**src/rtl/power_select_fsm.sv**
```systemverilog
// Two-player power-selection controller: synchronises the pushbuttons, runs player 1 then
// player 2 through select/confirm turns with a timeout, and announces each confirmed power
// as a code on `state`.
module power_select_fsm #(
  parameter int unsigned ANNOUNCE_CYCLES = 4,
  parameter int unsigned TIMEOUT_CYCLES  = 500_000_000
) (
  input  logic       clk,
  input  logic       rst,
  input  logic [2:0] iKEY_POWER,
  input  logic       iKEY_CONFIRM,
  input  logic       iSTART,
  output logic [3:0] state,
  output logic [1:0] oP1_POWER,
  output logic [1:0] oP2_POWER,
  output logic [1:0] oPENDING,
  output logic       oPENDING_VALID,
  output logic       oDONE
);

  localparam int unsigned AnnW = (ANNOUNCE_CYCLES > 1) ? $clog2(ANNOUNCE_CYCLES) : 1;
  localparam int unsigned TmoW = $clog2(TIMEOUT_CYCLES);
  localparam logic [AnnW-1:0] AnnLoad = AnnW'(ANNOUNCE_CYCLES - 1);
  localparam logic [TmoW-1:0] TmoLast = TmoW'(TIMEOUT_CYCLES - 1);

  typedef enum logic [2:0] {
    StIdle, StP1Sel, StP1Ann, StP2Sel, StP2Ann, StDone
  } fsm_e;

  fsm_e            fsm_q, fsm_d;
  logic [3:0]      sync1_q, sync1_d, sync2_q, sync2_d, prev_q, prev_d;
  logic [1:0]      pend_q, pend_d;
  logic            pend_vld_q, pend_vld_d;
  logic [1:0]      p1_q, p1_d, p2_q, p2_d;
  logic [TmoW-1:0] tmo_q, tmo_d;
  logic [AnnW-1:0] ann_q, ann_d;
  logic [3:0]      state_q, state_d;
  logic            done_q, done_d;

  logic [3:0] press;
  logic       pow_press, conf_press, tmo_hit, do_confirm;
  logic [1:0] press_power, conf_power;

  // Bit 3 is the confirm key; a press is a falling edge of the synchronised level.
  assign press       = prev_q & ~sync2_q;
  assign pow_press   = |press[2:0];
  assign conf_press  = press[3];
  // Lowest key index wins on simultaneous presses.
  assign press_power = press[0] ? 2'b00 : (press[1] ? 2'b01 : 2'b10);
  assign tmo_hit     = (tmo_q == TmoLast);
  // A same-cycle power press overrides the pending value; timeout falls back to invisibility.
  assign do_confirm  = (conf_press && (pow_press || pend_vld_q)) || tmo_hit;
  assign conf_power  = pow_press ? press_power : (pend_vld_q ? pend_q : 2'b00);

  // State register: all flops, synchronous reset releases the synchronisers to 1.
  always_ff @(posedge clk) begin
    if (rst) begin
      fsm_q      <= StIdle;
      sync1_q    <= 4'hF;
      sync2_q    <= 4'hF;
      prev_q     <= 4'hF;
      pend_q     <= 2'b00;
      pend_vld_q <= 1'b0;
      p1_q       <= 2'b00;
      p2_q       <= 2'b00;
      tmo_q      <= '0;
      ann_q      <= '0;
      state_q    <= 4'b0000;
      done_q     <= 1'b0;
    end else begin
      fsm_q      <= fsm_d;
      sync1_q    <= sync1_d;
      sync2_q    <= sync2_d;
      prev_q     <= prev_d;
      pend_q     <= pend_d;
      pend_vld_q <= pend_vld_d;
      p1_q       <= p1_d;
      p2_q       <= p2_d;
      tmo_q      <= tmo_d;
      ann_q      <= ann_d;
      state_q    <= state_d;
      done_q     <= done_d;
    end
  end

  // Next-state logic: key pipeline, turn sequencing, pending/confirm, timeout and announce.
  always_comb begin
    sync1_d    = {iKEY_CONFIRM, iKEY_POWER};
    sync2_d    = sync1_q;
    prev_d     = sync2_q;
    fsm_d      = fsm_q;
    pend_d     = pend_q;
    pend_vld_d = pend_vld_q;
    p1_d       = p1_q;
    p2_d       = p2_q;
    tmo_d      = tmo_q;
    ann_d      = ann_q;
    case (fsm_q)
      StIdle: begin
        if (iSTART) fsm_d = StP1Sel;
      end
      StP1Sel, StP2Sel: begin
        if (pow_press) begin
          pend_d     = press_power;
          pend_vld_d = 1'b1;
        end
        if (do_confirm) begin
          if (fsm_q == StP1Sel) begin
            p1_d  = conf_power;
            fsm_d = StP1Ann;
          end else begin
            p2_d  = conf_power;
            fsm_d = StP2Ann;
          end
          pend_d     = 2'b00;
          pend_vld_d = 1'b0;
          ann_d      = AnnLoad;
          tmo_d      = '0;
        end else if (!tmo_hit) begin
          tmo_d = tmo_q + TmoW'(1);
        end
      end
      StP1Ann, StP2Ann: begin
        if (ann_q == '0) begin
          fsm_d = (fsm_q == StP1Ann) ? StP2Sel : StDone;
        end else begin
          ann_d = ann_q - AnnW'(1);
        end
      end
      StDone: ;
      default: fsm_d = StIdle;
    endcase
  end

  // Output logic: next `state` code and done flag, registered alongside the FSM.
  always_comb begin
    state_d = 4'b0000;
    done_d  = 1'b0;
    case (fsm_d)
      StIdle:  state_d = 4'b0000;
      StP1Sel: state_d = 4'b0001;
      StP1Ann: state_d = {2'b01, p1_d};
      StP2Sel: state_d = 4'b0010;
      StP2Ann: state_d = {2'b01, p2_d};
      StDone: begin
        state_d = 4'b1000;
        done_d  = 1'b1;
      end
      default: state_d = 4'b0000;
    endcase
  end

  assign state          = state_q;
  assign oP1_POWER      = p1_q;
  assign oP2_POWER      = p2_q;
  assign oPENDING       = pend_q;
  assign oPENDING_VALID = pend_vld_q;
  assign oDONE          = done_q;

endmodule

```
**config.mk**
```make
export PLATFORM = sky130hd
export DESIGN_NAME = power_select_fsm
export DESIGN_NICKNAME = d
export VERILOG_FILES = /design/src/rtl/power_select_fsm.sv
export SDC_FILE = /design/constraint.sdc
export NUM_CORES = 1
export LEC_CHECK = 0
export CORE_MARGIN = 8
export CORE_UTILIZATION = 57
export DETAILED_ROUTE_END_ITERATION = 8
export PLACE_DENSITY = 0.84
export REMOVE_ABC_BUFFERS = 1
export SLEW_MARGIN = 30
export SYNTH_ARGS = -nofsm -noshare
export SYNTH_HDL_FRONTEND = slang
export SYNTH_SLANG_ARGS = --single-unit
```
**constraint.sdc**
```tcl
create_clock -name clk -period 2.6 [get_ports clk]
set_input_delay 0.26 -clock clk [delete_from_list [all_inputs] [get_ports clk]]
set_output_delay 0.26 -clock clk [all_outputs]
set_load 0.02 [all_outputs]
```
Figure 1. Close-up of the layout (run 1).
Window x 50 to 75, y 8 to 33 µm. Cells in grey, sequential cells in the stronger grey; small squares are vias.
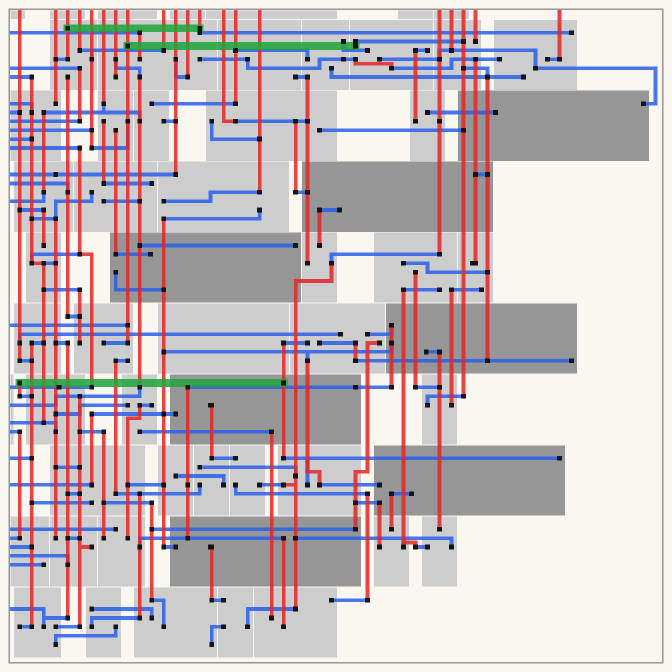
layer	colour
met1	blue
met2	red
met3	green
netlist names of flops here include	tmo_q (7)
sequential cells in the window	7
cells with their middle in the window	47
most frequent	nor2_1 (11), nand3_1 (7), dfxtp_1 (7)

Figure 2. Floorplan with the power grid (run 1).
Scale bar: 20 µm. Pins as bars on the die edge. Tap cells in grey.
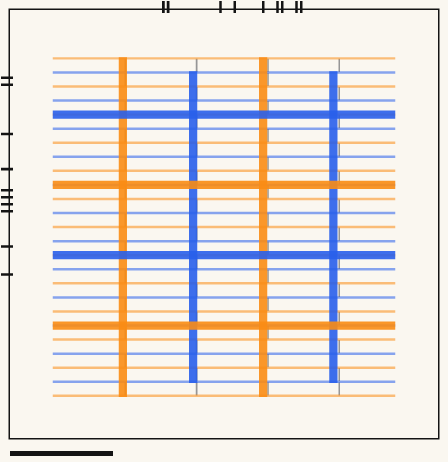
net	colour
VDD	blue
VSS	orange
rows	24
met1 rails	25
met5 straps	4

Figure 3. Register map, names as in the netlist (run 1).
Other sequential cells in the stronger grey, the rest of the logic in the fainter grey.
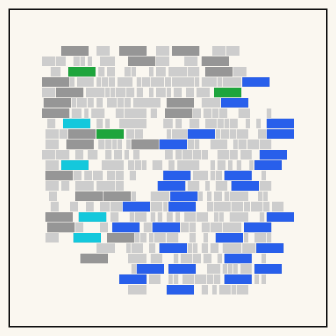
signal	colour	sequential cells
fsm_q	green	3
tmo_q	blue	29
prev_d	cyan	4

[run 1: path summary, 6_finish.rpt]
| path | startpoint | endpoint | slack [ps] | cells past startpoint |
|---|---|---|---|---|
| hold / removal | sync1_q[1] | prev_d[1] | 410 | 1 |
| hold reg to reg | sync1_q[1] | prev_d[1] | 410 | 1 |
| setup / recovery | tmo_q[0] | state[1] | 230 | 7 |
| setup reg to reg | tmo_q[0] | state[1] | 230 | 7 |
[run 1: cell usage after synthesis, drive strengths merged (3+ instances only)]
master,number
dfxtp,58
nor2,50
nand2,16
nand3,16
a21oi,15
xor2,15
or2,14
xnor2,11
clkbuf,7
inv,6
nand2b,6
nand4,6
nor3,6
or3,5
a211oi,4
and3,4
and4,4
buf,4
nor4,4
o21ai,4
and2b,3
nor2b,3
[run 1: cell families (layout without fill, tap and decap cells)]
family | count (synthesis) | count (layout)
compound gates | 35 | 35
xor+xnor | 26 | 26
fa+ha+maj | 2 | 2
buf+inv | 17 | 44
flops | 58 | 58
mux | 1 | 1
simple gates | 143 | 143
[run 1: power breakdown]
group	total [mW]	leakage, nW	internal, mW	switching, mW
Clock	0.808	0.106	0.475	0.333
Sequential	0.915	0.471	0.905	0.0100
Combinational	0.112	0.485	0.0511	0.0606
Total	1.83	1.06	1.43	0.403
[run 1: registers in the layout, indices dropped and copies added, names as in the netlist]
register / count
oPENDING_VALID: 1
ann_q: 2
oP2_POWER: 2
prev_d: 4
sync1_q: 4
oP1_POWER: 2
prev_q: 4
tmo_q: 29
state: 4
fsm_q: 3
oPENDING: 2
oDONE: 1
[run 1: routing by layer]
layer	routed length (µm)	vias to the layer above	track usage [%]
li1	-	1014	-
met2	2290	37	23.1
met5	0	-	0
met1	2320	946	17.6
met3	183	7	4.79
met4	85	0	9.74
==> impl_metrics.tcl, run 1 <==
# place-and-route summary
set metrics [dict create \
    buffers 22 \
    fin_setup_tns_ps 0 \
    layout.nonclk_buf_share_pct 7.52 \
    fin_ws_ps 234 \
    mux_share_pct 0.394 \
    final_antenna_net_count 0 \
    stdcell_area_um2 2960 \
    grt_max_degree 28 \
    synth.avg_cell_area_um2 9.02 \
    drt_wl_total_mm 4.88 \
    xor_share_pct 8.95 \
    worstPathRequired_ps 2810 \
    grt_overflow 0 \
    clk_share_pct 6.80 \
    skew_ps 3.13 \
    cp-start-kind "flop" \
    fmax_mhz 423 \
    finalHoldViolCount 0 \
    tightest_slew_ps 647 \
    stdcell_count 361 \
    holdBufCountCts 0 \
    synthAdderAreaFrac_pct 0.984 \
    synth-compound-area-share_pct 10.4 \
    logic_gate_count 207 \
    num_antenna_cells 0 \
    path_cells "ha_1, and4_1, nand2_1, o41a_1, o21ai_4, nor3b_1, o32ai_1" \
    avgRoutedWirePerCell_um 13.5 \
    gp_congestion 0.833 \
    relSlewSlack_pct 56.9 \
    largestClassByArea "multi-input combinational cells" \
    flop_cell "dfxtp_1" \
    layout_top_cells "dfxtp_1, nor2_1, clkdlybuf4s50_1, nand2_1, nand3_1" \
    drtIter0Drc 108 \
    synthDistinctLibCells 47 \
    post-cts-setup-buffer-count 0 \
    total_power_mw 1.83 \
    tritoncts "done" \
    taps 52 \
    fp.dieH_um 82.8 \
    ff_count 58 \
    synth_warnings 0 \
    numPortBuffers 18 \
    place_area_um2 2760 \
    simple_gate_share_pct 30.0 \
    core_area_um2 4320 \
    topCellsByArea "dfxtp_1, nor2_1, xor2_1" \
    syn_area_um2 2540 \
    setup_viol 0 \
    layout.nets 313 \
    num_vias 2004 \
    synthArstFlopShare_pct 0 \
    io-pin-count 19 \
    path_max_fanout 10 \
    top_area_share_pct 45.6 \
    critPathBufInv 0 \
    pre_cts_ws_ps 289 \
    drv_cap 0 \
    ys_area_um2 2540 \
    slowest_stage "o41a_1" \
    status "finished clean" \
    clk_latency_ps 330 \
    nFillCells 359 \
    worstSetupPathType "reg -> reg" \
    tool_warnings 25 \
    min-delay-path-class "reg -> reg" \
    grt_pass1_wl_mm 8.60 \
    max_stage_delay_ps 630 \
    antenna_found_initial 0 \
    cts_resized 0 \
    die_w_um 82.8 \
    sh_seq_area_pct 39.2 \
    final_util_pct 68.5 \
    leakagePower_nw 1.06 \
    drive_gt1_share_pct 14.2 \
    synth-edff-count 0 \
    mi_logic_area_um2 1290 \
    grt_pass1_vias 1931 \
    htree_levels 3 \
    clk_pin_slew_worst_paths_ps 60 \
    dr.pass1.iters 4 \
    synth_flop_count 58 \
    floorplan.core_util_pct 58.8 \
    cts_buffers 9 \
    clk_path_buf_depth 2 \
    regArea_um2 1160 \
    seq_area_frac_synth_pct 45.6 \
    place_inst 345 \
    irDropWorstVdd_uv 399 \
    cp-end-kind "flop" \
    whs_ps 408 \
    vias_per_cell 5.55 \
    grt_use_total_pct 15.0 \
    inverters 6 \
    cts.sinks 58 \
    rows 24 \
    areaGrowthSynthToFinish_pct 16.4 \
    netlist_logic_family_top "simple AND/OR/NAND/NOR gates" \
    powerDensity_nw_per_um2 620 \
    ys_cells 282 \
    critical-path-top-delay-family "AND-OR/OR-AND gates" \
    cp.arrival_ps 2570 \
    fin_crit_ps 2370 \
    slew_violations 0 \
    die-area_um2 6860 \
    clock-root-buffer "clkbuf_8" \
    fin_crit_sh_pct 91.0 \
    nClkBuffers 15 \
]
--- run 2 (diff from run 1) ---
--- a/config.mk
+++ b/config.mk
@@ -8,7 +8,7 @@
 export CORE_MARGIN = 8
 export CORE_UTILIZATION = 57
 export DETAILED_ROUTE_END_ITERATION = 8
-export PLACE_DENSITY = 0.84
+export PLACE_DENSITY_LB_ADDON = 0.3
 export REMOVE_ABC_BUFFERS = 1
 export SLEW_MARGIN = 30
 export SYNTH_ARGS = -nofsm -noshare
Figure 4. Signal wires by layer (run 2).
Two of the layers only.
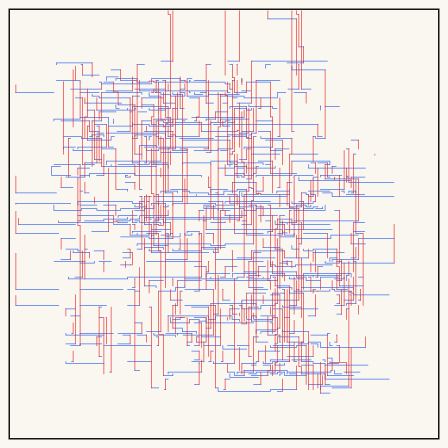
layer	colour	wire length
met1	blue	2370 µm
met2	red	2250 µm

Figure 5. M4 wires (run 2).
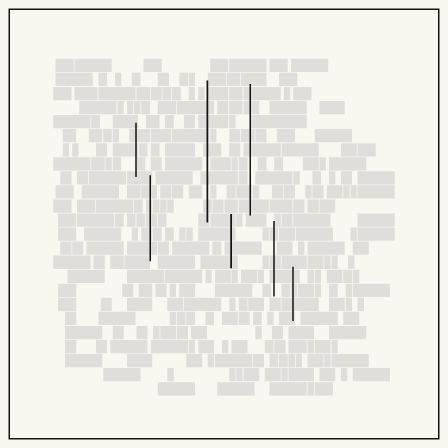
nets with wire on the layer	3
longest straight run	27.2 µm

==> impl_metrics.tcl, run 2 <==
# place-and-route summary
set metrics [dict create \
    status "finished clean" \
    fin_crit_sh_pct 90.4 \
    clk_pin_slew_worst_paths_ps 60 \
    finalHoldViolCount 0 \
    grt_overflow 0 \
    fp.dieH_um 82.8 \
    syn_area_um2 2540 \
    reg2reg_depth 6 \
    ys_cells 282 \
    min-delay-path-class "reg -> reg" \
    skew_ps 11.2 \
    post-cts-setup-buffer-count 0 \
    holdBufCountCts 0 \
    holdPathStages 1 \
    synth.avg_cell_area_um2 9.02 \
    fin_setup_tns_ps 0 \
    clock-root-buffer "clkbuf_8" \
    setup_viol 0 \
    max_stage_delay_ps 640 \
    layout_top_cells "dfxtp_1, nor2_1, clkdlybuf4s50_1, nand2_1, nand3_1" \
    synth_warnings 0 \
    cts_resized 0 \
    synth-edff-count 0 \
    cp-end-kind "flop" \
    simple_gate_share_pct 30.0 \
    slew_violations 0 \
    synth_flop_count 58 \
    io-pin-count 19 \
    clk_latency_ps 340 \
    synth-compound-area-share_pct 10.4 \
    leakagePower_nw 1.06 \
    areaGrowthSynthToFinish_pct 16.2 \
    drv_cap 0 \
    floorplan.core_util_pct 58.8 \
    core_area_um2 4320 \
    tightest_slew_ps 633 \
    grt_max_degree 28 \
    crit_cells 6 \
    synthArstFlopShare_pct 0 \
    clk_path_buf_depth 2 \
    slowest_stage "o41a_1" \
    rows 24 \
    irDropWorstVdd_uv 408 \
    post-synth-top-count-cell "dfxtp_1" \
    worstSetupPathType "reg -> reg" \
    mux_share_pct 0.394 \
    antenna_found_initial 0 \
    path_max_fanout 10 \
    whs_ps 412 \
    fmax_mhz 426 \
    stdcell_count 359 \
    tritoncts "done" \
    layout.nets 312 \
    tool_warnings 25 \
    path_cells "and2b_1, o41ai_2, o41a_1, nor2_4, or3_1, o32ai_2" \
    flop_cell "dfxtp_1" \
    dr.pass1.iters 5 \
    largest_register_ffs 29 \
    xor_share_pct 8.95 \
    synthDistinctLibCells 47 \
    grt_use_total_pct 14.6 \
    cp.arrival_ps 2590 \
    seq_area_frac_synth_pct 45.6 \
    cts.sinks 58 \
    critical-path-top-delay-family "AND-OR/OR-AND gates" \
    synthAdderAreaFrac_pct 0.984 \
    netlist_logic_family_top "simple AND/OR/NAND/NOR gates" \
    drt_wl_total_mm 4.94 \
    final_util_pct 68.4 \
    fin_ws_ps 251 \
    pre_cts_ws_ps 251 \
    num_antenna_cells 0 \
    final_antenna_net_count 0 \
    numPortBuffers 18 \
    avgRoutedWirePerCell_um 13.8 \
    gp_congestion 0.804 \
    die_w_um 82.8 \
    syn_inst 282 \
    top_cells_by_count "dfxtp_1, nor2_1, nand2_1, nand3_1" \
    cts_buffers 9 \
    place_inst 344 \
    htree_levels 3 \
    top_area_share_pct 45.6 \
    ys_area_um2 2540 \
    powerDensity_nw_per_um2 635 \
    num_vias 1988 \
    largest_register "tmo_q" \
    worstPathRequired_ps 2840 \
    grt_pass1_wl_mm 8.49 \
    relSlewSlack_pct 57.8 \
    drive_gt1_share_pct 13.7 \
    topCellsByArea "dfxtp_1, nor2_1, xor2_1" \
    grt_pass1_vias 1884 \
    die-area_um2 6860 \
    cp-start-kind "flop" \
    critPathBufInv 0 \
    fin_crit_ps 2350 \
    vias_per_cell 5.54 \
    drtIter0Drc 87 \
]
## run 2: cell type report
| type | instances | area, µm² |
|---|---|---|
| clock buffer | 13 | 169 |
| sequential | 58 | 1160 |
| multi-input combinational | 207 | 1290 |
| fill | 358 | 1370 |
| inverter | 6 | 22.5 |
| clock inverter | 2 | 35.0 |
| tap | 52 | 65.1 |
| timing repair buffer | 21 | 215 |
## run 2: cells by family (layout without fill, tap and decap cells)
kind of cell,count (synthesis),after routing
compound gates,35,35
xor+xnor,26,26
fa+ha+maj,2,2
buf+inv,17,42
flops,58,58
mux,1,1
simple gates,143,143
## run 2: routing by layer
| layer | share of wire [%] | GRT usage [%] | up-vias |
|---|---|---|---|
| li1 | - | - | 1009 |
| met1 | 48 | 17.1 | 922 |
| met2 | 45 | 23.0 | 42 |
| met3 | 4.3 | 4.39 | 15 |
| met4 | 2.3 | 8.63 | 0 |
| met5 | 0 | 0 | - |
## run 2: final timing paths
kind                            startpoint        end  slack, ps
worst max-delay path             prev_d[0]   state[0]        250
worst min-delay path            sync1_q[2]  prev_d[2]        410
worst min register to register  sync1_q[2]  prev_d[2]        410
worst max register to register   prev_d[0]   state[0]        250
## run 2: stage by stage
stage               power (mW)  instance area (µm²)
floorplan                 1.00                 2470
global placement          1.04                 2750
detailed placement        1.05                 2750
CTS                       1.89                 2960
global route              1.94                 2960
finish                    1.88                 2960
## run 2: report_power, final
group          switching, mW  total, mW  internal [mW]
Sequential            0.0107      0.916          0.905
Combinational         0.0607      0.111         0.0502
Clock                  0.336      0.850          0.514
--- run 3 (diff from run 2) ---
--- a/config.mk
+++ b/config.mk
@@ -9,6 +9,7 @@
 export CORE_UTILIZATION = 57
 export DETAILED_ROUTE_END_ITERATION = 8
 export PLACE_DENSITY_LB_ADDON = 0.3
+export RECOVER_POWER = 25
 export REMOVE_ABC_BUFFERS = 1
 export SLEW_MARGIN = 30
 export SYNTH_ARGS = -nofsm -noshare
Figure 6. Signal wires by layer (run 3).
Two of the layers only.
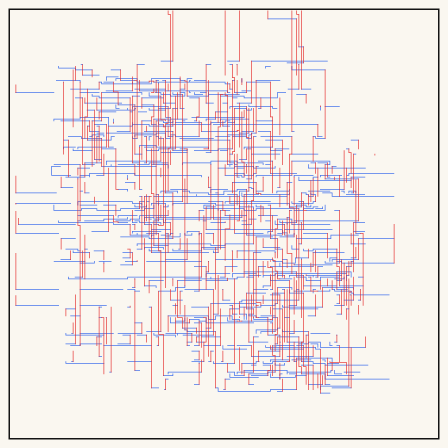
layer	colour	wire length
met1	blue	2400 µm
met2	red	2250 µm

Figure 7. Floorplan with the power grid (run 3).
Scale bar: 20 µm. Pins as bars on the die edge. Tap cells in grey.
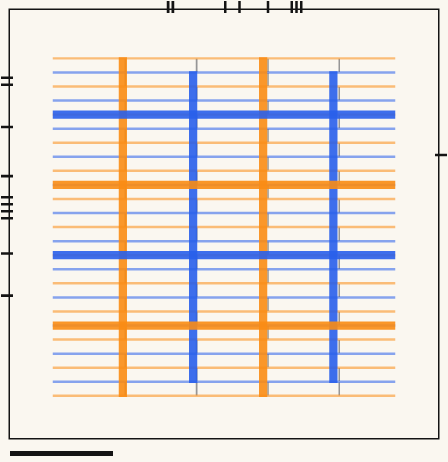
net	colour
VDD	blue
VSS	orange
rows	24
tap cells	52
met5 straps	4

==> impl_metrics.tcl, run 3 <==
# place-and-route summary
set metrics [dict create \
    reg2reg_to "state[0]" \
    clock-root-buffer "clkbuf_8" \
    reg2reg_depth 6 \
    powerDensity_nw_per_um2 635 \
    tool_warnings 25 \
    largest_register "tmo_q" \
    gr-usage-met2_pct 23.0 \
    synthDistinctLibCells 47 \
    post-synth-top-count-cell "dfxtp_1" \
    flop_cell "dfxtp_1" \
    min-delay-path-class "reg -> reg" \
    rsz0062_at_grt "no" \
    met3_length_um 179 \
    fin_setup_tns_ps 0 \
    synthArstFlopShare_pct 0 \
    holdPathStages 1 \
    busiest_layer "met2" \
    comb-power_mw 0.109 \
    rows 24 \
    final_antenna_net_count 0 \
    clockPowerShare_pct 45.3 \
    grt_max_degree 28 \
    final_util_pct 68.3 \
    met2_length_mm 2.25 \
    io-pin-count 19 \
    pwr-share-comb_pct 5.8 \
    synth.avg_cell_area_um2 9.02 \
    met3_usage_pct 4.39 \
    clk_pin_slew_worst_paths_ps 60 \
    lay_top_count "dfxtp_1" \
    synth_warnings 0 \
    setup_viol 0 \
    ys_area_um2 2540 \
    top_cells_by_count "dfxtp_1, nor2_1, nand2_1, nand3_1" \
    seq_area_frac_synth_pct 45.6 \
    relSlewSlack_pct 57.8 \
    slew_violations 0 \
    drc 0 \
    clk_path_buf_depth 2 \
    synth-edff-count 0 \
    irDropWorstVdd_uv 408 \
    die_w_um 82.8 \
    finalHoldViolCount 0 \
    cts.sinks 58 \
    grt_pass1_vias 1884 \
    avgRoutedWirePerCell_um 13.8 \
    tritoncts "done" \
    worstSetupPathType "reg -> reg" \
    grt_overflow 0 \
    wl_met1_mm 2.40 \
    drv_cap 0 \
    drive_gt1_share_pct 13.4 \
    top_power_group "sequential cells" \
    fin_crit_ps 2350 \
    worstHoldEndpoint "prev_d[2]" \
    vias_per_cell 5.58 \
    floorplan.core_util_pct 58.8 \
    fin_crit_sh_pct 90.2 \
    drt_wl_total_mm 4.94 \
    num_antenna_cells 0 \
    worst-r2r-setup-slack_ps 250 \
    sequentialPower_mw 0.916 \
    switchingPower_mw 0.406 \
    switching_share_pct 21.7 \
    synth.largest_area_cell "dfxtp_1" \
    dr.pass1.iters 5 \
    ys_cells 282 \
    syn_inst 282 \
    cts_buffers 9 \
    grt_use_met1_pct 17.1 \
    top_layer_used "met4" \
    min_from "sync1_q[2]" \
    clock_power_mw 0.849 \
    antenna_found_initial 0 \
    holdBufCountCts 0 \
    layout_top_cells "dfxtp_1, nor2_1, nand2_1, nand3_1" \
    dp_hpwl_mm 3.42 \
    grt_pass1_wl_mm 8.49 \
    fp.dieH_um 82.8 \
    fmax_mhz 426 \
    htree_levels 3 \
    die-area_um2 6860 \
    numPortBuffers 18 \
    seqPwrFrac_pct 48.9 \
    grt_use_total_pct 14.6 \
    cp.arrival_ps 2590 \
    synth_flop_count 58 \
    num_vias 2004 \
    clk_latency_ps 340 \
    skew_ps 11.3 \
    syn_area_um2 2540 \
    areaGrowthSynthToFinish_pct 16.1 \
    cp-end-kind "flop" \
    drtIter0Drc 89 \
    core_area_um2 4320 \
    gp_congestion 0.804 \
    p_int_mw 1.47 \
    post-cts-setup-buffer-count 0 \
    tightest_slew_ps 633 \
    path_max_fanout 10 \
    topCellsByArea "dfxtp_1, nor2_1, xor2_1" \
    cp-start-kind "flop" \
    leakagePower_nw 1.07 \
    timing.rr.start "prev_d[0]" \
    largest_register_ffs 29 \
    nFillCells 357 \
    top_area_share_pct 45.6 \
    worstPathRequired_ps 2840 \
    cts_resized 0 \
    status "finished clean" \
    layout.nets 312 \
]
## run 3: area by class of cell
type	instances	area (µm²)	share of cell area (%)
clock inverters	2	35.0	1.19
flip-flops and latches	58	1160	39.3
repair buffers	21	211	7.16
clock buffers	13	169	5.72
multi-input cells	207	1290	43.6
inverters	6	22.5	0.763
well taps	52	65.1	2.20
## run 3: cells by family after synthesis
kind of cell	count (synthesis)	synth area share [%]
XOR/XNOR	26	8.95
multiplexers	1	0.394
AND/OR/NAND/NOR	143	30.0
adder cells (fa/ha/maj)	2	0.984
flip-flops	58	45.6
buffers and inverters	17	3.69
AND-OR/OR-AND	35	10.4
## run 3: through the flow
step / setup slack [ps] / total power, mW / instances / hold slack, ps / area [µm²]
finish: 254 / 1.87 / 359 / 412 / 2950
global route: 102 / 1.94 / 359 / 421 / 2950
floorplan: 241 / 1.00 / 271 / 329 / 2470
detailed placement: 251 / 1.05 / 344 / 400 / 2750
CTS: 239 / 1.89 / 359 / 414 / 2960
global placement: 328 / 1.04 / 344 / 392 / 2750
## run 3: how the worst max path moves through the flow
| stage | start | end | slack [ps] |
|---|---|---|---|
| 3_3_place_gp | prev_d[0] | state[0] | 330 |
| 4_1_cts | prev_d[0] | state[0] | 240 |
| 6_report | prev_d[0] | state[0] | 250 |
| 3_5_place_dp | prev_d[0] | state[0] | 250 |
| 2_1_floorplan | tmo_q[0] | oPENDING_VALID | 240 |
| 5_1_grt | prev_d[0] | state[0] | 100 |
## run 3: critical path: stages (launching register included)
cell and delay (ps):
dfxtp_1 320, and2b_1 210, o41ai_2 430, o41a_1 640
nor2_4 120, or3_1 390, o32ai_2 140
Power is estimated from default activity; no workload was simulated.
